<file path="config.mk">
export PLATFORM = sky130hd
export DESIGN_NAME = uart_rx_frame
export DESIGN_NICKNAME = d
export VERILOG_FILES = /design/src/rtl/uart_pkg.sv /design/src/rtl/uart_rx_sync.sv /design/src/rtl/uart_rx_frame.sv
export SDC_FILE = /design/constraint.sdc
export NUM_CORES = 1
export LEC_CHECK = 0
export ABC_CLOCK_PERIOD_IN_PS = 2900
export CELL_PAD_IN_SITES_DETAIL_PLACEMENT = 1
export CELL_PAD_IN_SITES_GLOBAL_PLACEMENT = 1
export CORE_ASPECT_RATIO = 0.8
export CORE_MARGIN = 5
export CORE_UTILIZATION = 40
export DETAILED_ROUTE_END_ITERATION = 7
export DONT_BUFFER_PORTS = 1
export PLACE_DENSITY = 0.62
export SLEW_MARGIN = 20
export SYNTH_ARGS = -nofsm -noshare
export SYNTH_HDL_FRONTEND = slang
export SYNTH_SLANG_ARGS = --single-unit
</file>
<file path="constraint.sdc">
create_clock -name clk_50M -period 2.9 [get_ports clk_50M]
set_input_delay 0.725 -clock clk_50M [delete_from_list [all_inputs] [get_ports clk_50M]]
set_output_delay 0.725 -clock clk_50M [all_outputs]
set_load 0.01 [all_outputs]
</file>
<file path="src/rtl/uart_pkg.sv">
// Shared definitions for the UART receive path.
// Contents: the frame FSM state encoding, the parity mode constants, the
// default data width, and a helper that decides whether a received parity
// bit is wrong for the selected mode.
package uart_pkg;

  typedef enum logic [2:0] {
    ST_IDLE      = 3'd0,
    ST_DATA      = 3'd1,
    ST_PARITY    = 3'd2,
    ST_STOP      = 3'd3,
    ST_WAIT_IDLE = 3'd4
  } rx_state_e;

  localparam int unsigned PARITY_NONE = 0;
  localparam int unsigned PARITY_EVEN = 1;
  localparam int unsigned PARITY_ODD  = 2;

  localparam int unsigned DEFAULT_DATA_BITS = 8;

  // data_xor is the reduction XOR of the data word.
  // Even parity: data and parity together must XOR to 0.
  // Odd parity: they must XOR to 1.
  function automatic logic parity_error(input logic data_xor, input logic par,
                                        input int unsigned mode);
    logic err;
    case (mode)
      PARITY_EVEN: err = data_xor ^ par;
      PARITY_ODD:  err = ~(data_xor ^ par);
      default:     err = 1'b0;
    endcase
    return err;
  endfunction

endpackage

</file>
<file path="src/rtl/uart_rx_sync.sv">
// Flop-chain synchroniser for an asynchronous serial line.
// All flops reset to 1, which is the idle level of the line.
// Ports:
//   clk_i - sampling clock
//   rst_i - asynchronous, active-high reset
//   d_i   - raw asynchronous input
//   q_o   - d_i delayed by SYNC_STAGES clocks
module uart_rx_sync #(
  parameter int unsigned SYNC_STAGES = 2
) (
  input  logic clk_i,
  input  logic rst_i,
  input  logic d_i,
  output logic q_o
);

  logic [SYNC_STAGES-1:0] sync_q;

  // Shift chain: the new sample enters at bit 0 and leaves at the MSB.
  always_ff @(posedge clk_i or posedge rst_i) begin
    if (rst_i) begin
      sync_q <= '1;
    end else begin
      sync_q <= {sync_q[SYNC_STAGES-2:0], d_i};
    end
  end

  assign q_o = sync_q[SYNC_STAGES-1];

endmodule

</file>
<file path="src/rtl/uart_rx_frame.sv">
// UART receive framer.
// The serial line is synchronised first. The FSM then advances only on bit-centre
// ticks, through start, data (LSB first), optional parity and stop bits.
// Completed frames go into a valid/ready holding register together with
// their error flags.
// Ports:
//   clk_50M    - system clock
//   reset      - asynchronous, active-high reset
//   uart_rxd   - raw serial line, idle high
//   tick       - one-cycle bit-centre strobe
//   data_out   - held data word
//   parity_bit - held received parity bit (0 without parity)
//   data_valid - holding register contains an unread frame
//   data_ready - consumer accepts the held frame
//   parity_err - parity mismatch on the held frame
//   frame_err  - a stop bit of the held frame was sampled low
//   overrun    - one-cycle pulse when a completed frame was dropped
//   busy       - FSM is not idle
module uart_rx_frame
  import uart_pkg::*;
#(
  parameter int unsigned DATA_BITS   = DEFAULT_DATA_BITS,
  parameter int unsigned PARITY_MODE = PARITY_NONE,
  parameter int unsigned STOP_BITS   = 1,
  parameter int unsigned SYNC_STAGES = 2
) (
  input  logic                 clk_50M,
  input  logic                 reset,
  input  logic                 uart_rxd,
  input  logic                 tick,
  output logic [DATA_BITS-1:0] data_out,
  output logic                 parity_bit,
  output logic                 data_valid,
  input  logic                 data_ready,
  output logic                 parity_err,
  output logic                 frame_err,
  output logic                 overrun,
  output logic                 busy
);

  localparam int unsigned      CNT_W     = $clog2(DATA_BITS);
  localparam logic [CNT_W-1:0] LAST_BIT  = CNT_W'(DATA_BITS - 1);
  localparam logic             LAST_STOP = 1'(STOP_BITS - 1);

  logic rxd_s;
  logic commit_s;
  logic load_s;
  logic ferr_final_s;

  rx_state_e            state_q,    state_d;
  logic [CNT_W-1:0]     bit_cnt_q,  bit_cnt_d;
  logic                 stop_cnt_q, stop_cnt_d;
  logic [DATA_BITS-1:0] shift_q,    shift_d;
  logic                 par_q,      par_d;
  logic                 ferr_acc_q, ferr_acc_d;

  logic [DATA_BITS-1:0] data_out_q, data_out_d;
  logic                 par_out_q,  par_out_d;
  logic                 perr_q,     perr_d;
  logic                 ferr_q,     ferr_d;
  logic                 valid_q,    valid_d;
  logic                 overrun_q,  overrun_d;

  uart_rx_sync #(.SYNC_STAGES(SYNC_STAGES)) u_sync (
    .clk_i (clk_50M),
    .rst_i (reset),
    .d_i   (uart_rxd),
    .q_o   (rxd_s)
  );

  // Frame FSM next-state logic. Nothing advances on non-tick cycles.
  always_comb begin
    state_d      = state_q;
    bit_cnt_d    = bit_cnt_q;
    stop_cnt_d   = stop_cnt_q;
    shift_d      = shift_q;
    par_d        = par_q;
    ferr_acc_d   = ferr_acc_q;
    commit_s     = 1'b0;
    ferr_final_s = ferr_acc_q | ~rxd_s;
    if (tick) begin
      case (state_q)
        ST_IDLE: begin
          // Low at a bit centre means a start bit. Clear the per-frame state.
          if (!rxd_s) begin
            state_d    = ST_DATA;
            bit_cnt_d  = '0;
            stop_cnt_d = 1'b0;
            par_d      = 1'b0;
            ferr_acc_d = 1'b0;
          end else begin
            state_d = ST_IDLE;
          end
        end
        ST_DATA: begin
          // Right shift, so the first bit received ends up at the LSB.
          shift_d = {rxd_s, shift_q[DATA_BITS-1:1]};
          if (bit_cnt_q == LAST_BIT) begin
            state_d = (PARITY_MODE != PARITY_NONE) ? ST_PARITY : ST_STOP;
          end else begin
            bit_cnt_d = bit_cnt_q + CNT_W'(1);
          end
        end
        ST_PARITY: begin
          par_d   = rxd_s;
          state_d = ST_STOP;
        end
        ST_STOP: begin
          ferr_acc_d = ferr_final_s;
          if (stop_cnt_q == LAST_STOP) begin
            commit_s = 1'b1;
            // A low last stop bit may be a break. Wait for the line to
            // return high before accepting another start.
            state_d  = rxd_s ? ST_IDLE : ST_WAIT_IDLE;
          end else begin
            stop_cnt_d = stop_cnt_q + 1'b1;
          end
        end
        ST_WAIT_IDLE: begin
          if (rxd_s) begin
            state_d = ST_IDLE;
          end else begin
            state_d = ST_WAIT_IDLE;
          end
        end
        default: state_d = ST_IDLE;
      endcase
    end else begin
      state_d = state_q;
    end
  end

  // Holding register next-state logic. If the held frame is accepted in
  // the same cycle as a commit, the new frame replaces it.
  always_comb begin
    load_s     = commit_s & (~valid_q | data_ready);
    data_out_d = data_out_q;
    par_out_d  = par_out_q;
    perr_d     = perr_q;
    ferr_d     = ferr_q;
    overrun_d  = commit_s & valid_q & ~data_ready;
    if (load_s) begin
      data_out_d = shift_q;
      par_out_d  = par_q;
      perr_d     = parity_error(^shift_q, par_q, PARITY_MODE);
      ferr_d     = ferr_final_s;
      valid_d    = 1'b1;
    end else if (data_ready) begin
      valid_d = 1'b0;
    end else begin
      valid_d = valid_q;
    end
  end

  // State and holding registers.
  always_ff @(posedge clk_50M or posedge reset) begin
    if (reset) begin
      state_q    <= ST_IDLE;
      bit_cnt_q  <= '0;
      stop_cnt_q <= 1'b0;
      shift_q    <= '0;
      par_q      <= 1'b0;
      ferr_acc_q <= 1'b0;
      data_out_q <= '0;
      par_out_q  <= 1'b0;
      perr_q     <= 1'b0;
      ferr_q     <= 1'b0;
      valid_q    <= 1'b0;
      overrun_q  <= 1'b0;
    end else begin
      state_q    <= state_d;
      bit_cnt_q  <= bit_cnt_d;
      stop_cnt_q <= stop_cnt_d;
      shift_q    <= shift_d;
      par_q      <= par_d;
      ferr_acc_q <= ferr_acc_d;
      data_out_q <= data_out_d;
      par_out_q  <= par_out_d;
      perr_q     <= perr_d;
      ferr_q     <= ferr_d;
      valid_q    <= valid_d;
      overrun_q  <= overrun_d;
    end
  end

  assign data_out   = data_out_q;
  assign parity_bit = par_out_q;
  assign data_valid = valid_q;
  assign parity_err = perr_q;
  assign frame_err  = ferr_q;
  assign overrun    = overrun_q;
  assign busy       = (state_q != ST_IDLE);

endmodule

</file>
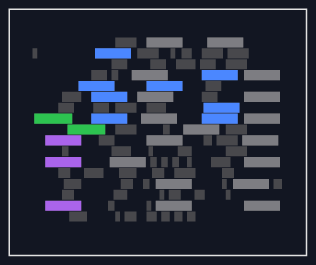
*Sequential cells grouped by signal name, run 1*
Drawn at 4 px/um.
Key: `bit_cnt_q` = purple [flops 3]; `u_sync.sync_q` = green [flops 2]; `shift_q` = blue [flops 8]
Another 17 sequential cells are not coloured.

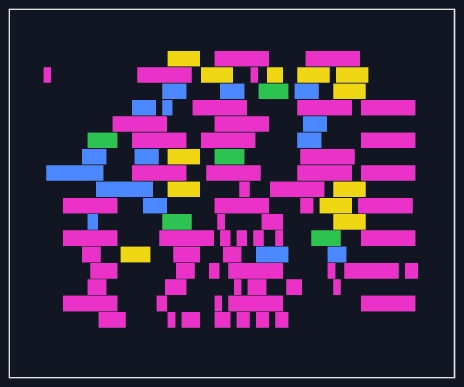
*Sizing map, run 1*
Drawn at 6 px/um.
Key: drive 2 = blue [cells 15, share 16%]; drive 3 to 4 = yellow [cells 12, share 13%]; drive 6 and up = green [cells 5, share 5.4%]; drive 1 or less = magenta [cells 61, share 66%]

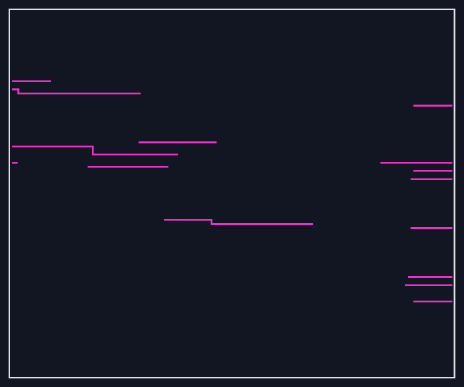
*The metal 3 layer, run 1*
Drawn at 6 px/um.
The longest straight run is 20.2 um. The layer holds 7.7% of the routed length. 13 nets have wire on it.

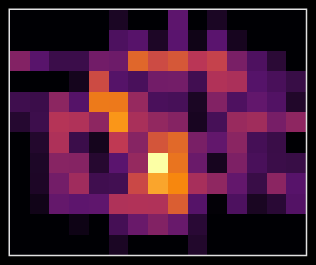
*Wire density map, run 1*
Drawn at 4 px/um. 15 x 12 tiles, from black (low) to pale yellow (high), scaled to the fullest tile. Values are wire area over tile area, all layers added.
The fullest tile reaches 0.36. The densest ninth of the die: centre. 9.4% of the tiles are over half the peak. The mean over all tiles is 0.077.

==> run 1: placed cells by master, fill, tap and decap left out, drive strengths merged, types with 2 or more instances in the layout <==
master / count
clkinv: 2
dfstp: 2
inv: 3
clkbuf: 5
a21oi: 2
nand2b: 3
o21ai: 2
nor2b: 2
a22o: 2
mux2: 19
ha: 2
dfrtp: 28
nand4b: 2
nor2: 3
nand2: 2
==> run 1: flip-flops by register name, summed over array words and instances, names as in the netlist, 2 cells and up <==
| signal | flops |
|---|---|
| state_q | 3 |
| bit_cnt_q | 3 |
| data_out | 8 |
| u_sync.sync_q | 2 |
| shift_q | 8 |
==> run 1: worst max path at each step <==
stage          startpoint     endpoint  slack (ns)  cells past startpoint
2_1_floorplan  state_q[0]         busy        1.26                      2
3_3_place_gp         tick  data_out[4]        0.96                      3
3_5_place_dp         tick  data_out[0]        0.91                      3
4_1_cts        state_q[0]         busy        0.96                      1
5_1_grt        state_q[0]         busy        0.91                      1
6_report       state_q[0]         busy        0.97                      1
==> run 1: area by class of cell <==
| cell class | count | area, um2 | share of cell area [%] |
|---|---|---|---|
| sequential | 30 | 753 | 53.8 |
| multi-input combinational | 52 | 498 | 35.6 |
| clock buffer | 5 | 68.8 | 4.92 |
| tap | 40 | 50.0 | 3.58 |
| inverter | 3 | 11.3 | 0.805 |
| clock inverter | 2 | 10.0 | 0.716 |
| timing repair buffer | 1 | 7.51 | 0.537 |
==> run 1: cell families (layout without fill, tap and decap cells) <==
logic type	after synthesis	count (layout)	synth area share [%]
adder cells (fa/ha/maj)	2	2	1.91
AND-OR/OR-AND	13	13	7.27
flip-flops	30	30	57.6
multiplexers	20	20	20.0
AND/OR/NAND/NOR	16	16	8.60
buffers and inverters	8	11	4.40
other	1	1	0.287
==> flow_metrics.env, run 1 <==
# source this file to load flow results
export IMPL_worstSkewPairLatency_ns=0.28
export IMPL_fin_tns_setup_ns=0
export IMPL_timing_critical_path_required_ns=2.17
export IMPL_setup_viol_count_final=0
export IMPL_detailroute_via_count=686
export IMPL_highest_cell_delay_on_the_worst_timing_path_ns=0.51
export IMPL_synth_seq_cells=30
export IMPL_cp_max_fanout=13
export IMPL_path_clk_slew_ns=0.06
export IMPL_drv_max_cap_violation_count=0
export IMPL_hpwl_mm=1.48
export IMPL_placedCellCount=126
export IMPL_grt_pass1_vias=716
export IMPL_detail_route_wirelength_met1_um=936
export IMPL_top_cell="sky130_fd_sc_hd__dfrtp_1"
export IMPL_min_delay_start="u_sync.sync_q[0]"
export IMPL_critical_path_endpoint_type="primary output"
export IMPL_final_period_utilization_pct=66.5
export IMPL_post_cts_resized_instances=0
export IMPL_power_switching_fraction_pct=31.0
export IMPL_netlist_top_cells_area="sky130_fd_sc_hd__dfrtp_1 (54%), sky130_fd_sc_hd__mux2_4 (11%), sky130_fd_sc_hd__mux2_2 (7.7%)"
export IMPL_worst_hold_path_num_cells=0
export IMPL_post_cts_hold_buffer_count=0
export IMPL_power_of_the_clock_network_uw=304
export IMPL_groute_layer_met1_usage_pct=12.3
export IMPL_most_utilized_layer_in_the_global_route_result="met2"
export IMPL_pwr_density_cell_nw_per_um2=1020
export IMPL_top_power_group="sequential cells"
export IMPL_yosysUniqueCellTypes=32
export IMPL_edf_count=0
export IMPL_outcome="completed"
export IMPL_p_leak_uw=0.000630
export IMPL_p_sw_uw=443
export IMPL_critical_path_arrival_ns=1.20
export IMPL_area_after_detailed_placement_um2=1320
export IMPL_worst_r2r_cell_count=3
export IMPL_yosys_warnings=0
export IMPL_track_usage_pct=10.9
export IMPL_grt_met2_usage_pct=17.0
==> run 1 -> run 2 <==
--- a/config.mk
+++ b/config.mk
@@ -5,7 +5,7 @@
 export SDC_FILE = /design/constraint.sdc
 export NUM_CORES = 1
 export LEC_CHECK = 0
-export ABC_CLOCK_PERIOD_IN_PS = 2900
+export ABC_CLOCK_PERIOD_IN_PS = 2000
 export CELL_PAD_IN_SITES_DETAIL_PLACEMENT = 1
 export CELL_PAD_IN_SITES_GLOBAL_PLACEMENT = 1
 export CORE_ASPECT_RATIO = 0.8
==> constraint.sdc (replaced) <==
create_clock -name clk_50M -period 2 [get_ports clk_50M]
set_input_delay 0.5 -clock clk_50M [delete_from_list [all_inputs] [get_ports clk_50M]]
set_output_delay 0.5 -clock clk_50M [all_outputs]
set_load 0.01 [all_outputs]
==> flow_metrics.env, run 2 <==
# source this file to load flow results
export IMPL_detailroute_via_count=697
export IMPL_logic_gates=52
export IMPL_highest_cell_delay_on_the_worst_timing_path_ns=0.52
export IMPL_drive_gt1_share_pct=34.7
export IMPL_combGateArea_um2=498
export IMPL_first_pass_iters=3
export IMPL_post_cts_resized_instances=0
export IMPL_final_period_utilization_pct=86.4
export IMPL_worstSkewPairLatency_ns=0.28
export IMPL_track_usage_pct=11.7
export IMPL_yosysUniqueCellTypes=32
export IMPL_hpwl_mm=1.57
export IMPL_critical_path_arrival_ns=1.23
export IMPL_flop_count=30
export IMPL_inv_count=3
export IMPL_edf_count=0
export IMPL_drv_max_cap_violation_count=0
export IMPL_fin_tns_setup_ns=0
export IMPL_top_cell="sky130_fd_sc_hd__dfrtp_1"
export IMPL_area_after_detailed_placement_um2=1330
export IMPL_signal_buffer_area_fraction_pct=1.06
export IMPL_post_cts_hold_buffer_count=0
export IMPL_p_leak_uw=0.000640
export IMPL_grt_pass1_vias=738
export IMPL_path_clk_slew_ns=0.06
export IMPL_mostFrequentLayoutCell="sky130_fd_sc_hd__dfrtp_1"
export IMPL_yosys_warnings=0
export IMPL_seqCellArea_um2=753
export IMPL_most_common_layout_cells="sky130_fd_sc_hd__dfrtp_1 (28), sky130_fd_sc_hd__mux2_4 (10), sky130_fd_sc_hd__mux2_2 (9)"
export IMPL_critical_path_endpoint_type="primary output"
export IMPL_netlist_top_cells_area="sky130_fd_sc_hd__dfrtp_1 (54%), sky130_fd_sc_hd__mux2_4 (11%), sky130_fd_sc_hd__mux2_2 (7.7%)"
export IMPL_comb_cell_share_pct=35.1
export IMPL_final_clk_cell_share_pct=6.44
export IMPL_fmax_ghz=0.579
export IMPL_setup_viol_count_final=0
export IMPL_synth_seq_cells=30
export IMPL_outcome="completed"
export IMPL_biggestCellCategory="registers"
## run 2: cell counts after synthesis
No cell type changed its count.
## run 2: cells by family (layout without fill, tap and decap cells)
family	Yosys count	in the layout	synth area share [%]
DFF	30	30	57.6
muxes	20	20	20.0
and+or+nand+nor	16	16	8.60
AOI/OAI and AO/OA	13	13	7.27
buffers and inverters	8	13	4.40
adders and majority gates	2	2	1.91
other	1	1	0.287
## run 2: layer usage
metal / vias up / share of wire (%) / global-route usage, %
met1: 355 / 45 / 14.4
met3: 3 / 7.3 / 5.87
li1: 321 / - / -
met2: 18 / 46 / 16.5
met4: 0 / 1.6 / 6.98
met5: - / 0 / 0
## run 2: where the power goes
part	internal, uW	switching, uW	leakage [uW]	total (uW)
clock network	277	216	0.0000482	493
logic	357	194	0.000224	550
registers	843	247	0.000368	1090
## run 2: through the flow
stage / power (uW) / std cells / setup slack, ns / hold WS (ns)
floorplan: 1560 / 90 / 0.585 / 0.345
global placement: 1620 / 127 / 0.432 / 0.346
detailed placement: 1670 / 127 / 0.374 / 0.347
CTS: 2180 / 135 / 0.262 / 0.104
global route: 2280 / 135 / 0.210 / 0.119
finish: 2130 / 135 / 0.272 / 0.0964
## run 2: path summary, 6_finish.rpt
| path | from | end | depth (start not counted) |
|---|---|---|---|
| min reg2reg | u_sync.sync_q[0] | u_sync.sync_q[1] | 0 |
| max | state_q[0] | busy | 1 |
| max reg2reg | state_q[0] | data_out[4] | 4 |
| max in group asynchronous | reset | state_q[0] | 2 |
| min | reset | shift_q[6] | 1 |
| min in group clk_50M | uart_rxd | u_sync.sync_q[0] | 0 |
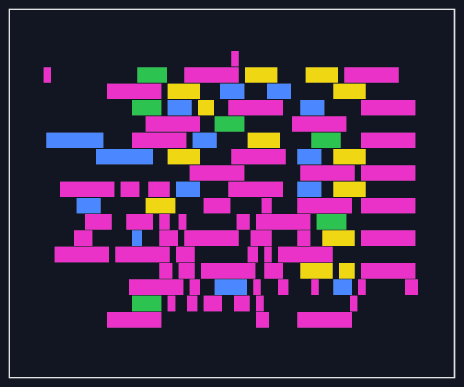
*Sizing map, run 2*
Drawn at 6 px/um.
Key: drive 3 to 4 = yellow [cells 13, share 14%]; drive 6 and up = green [cells 6, share 6.3%]; drive 1 or less = magenta [cells 62, share 65%]; drive 2 = blue [cells 14, share 15%]

Power and IR drop assume default switching activity.
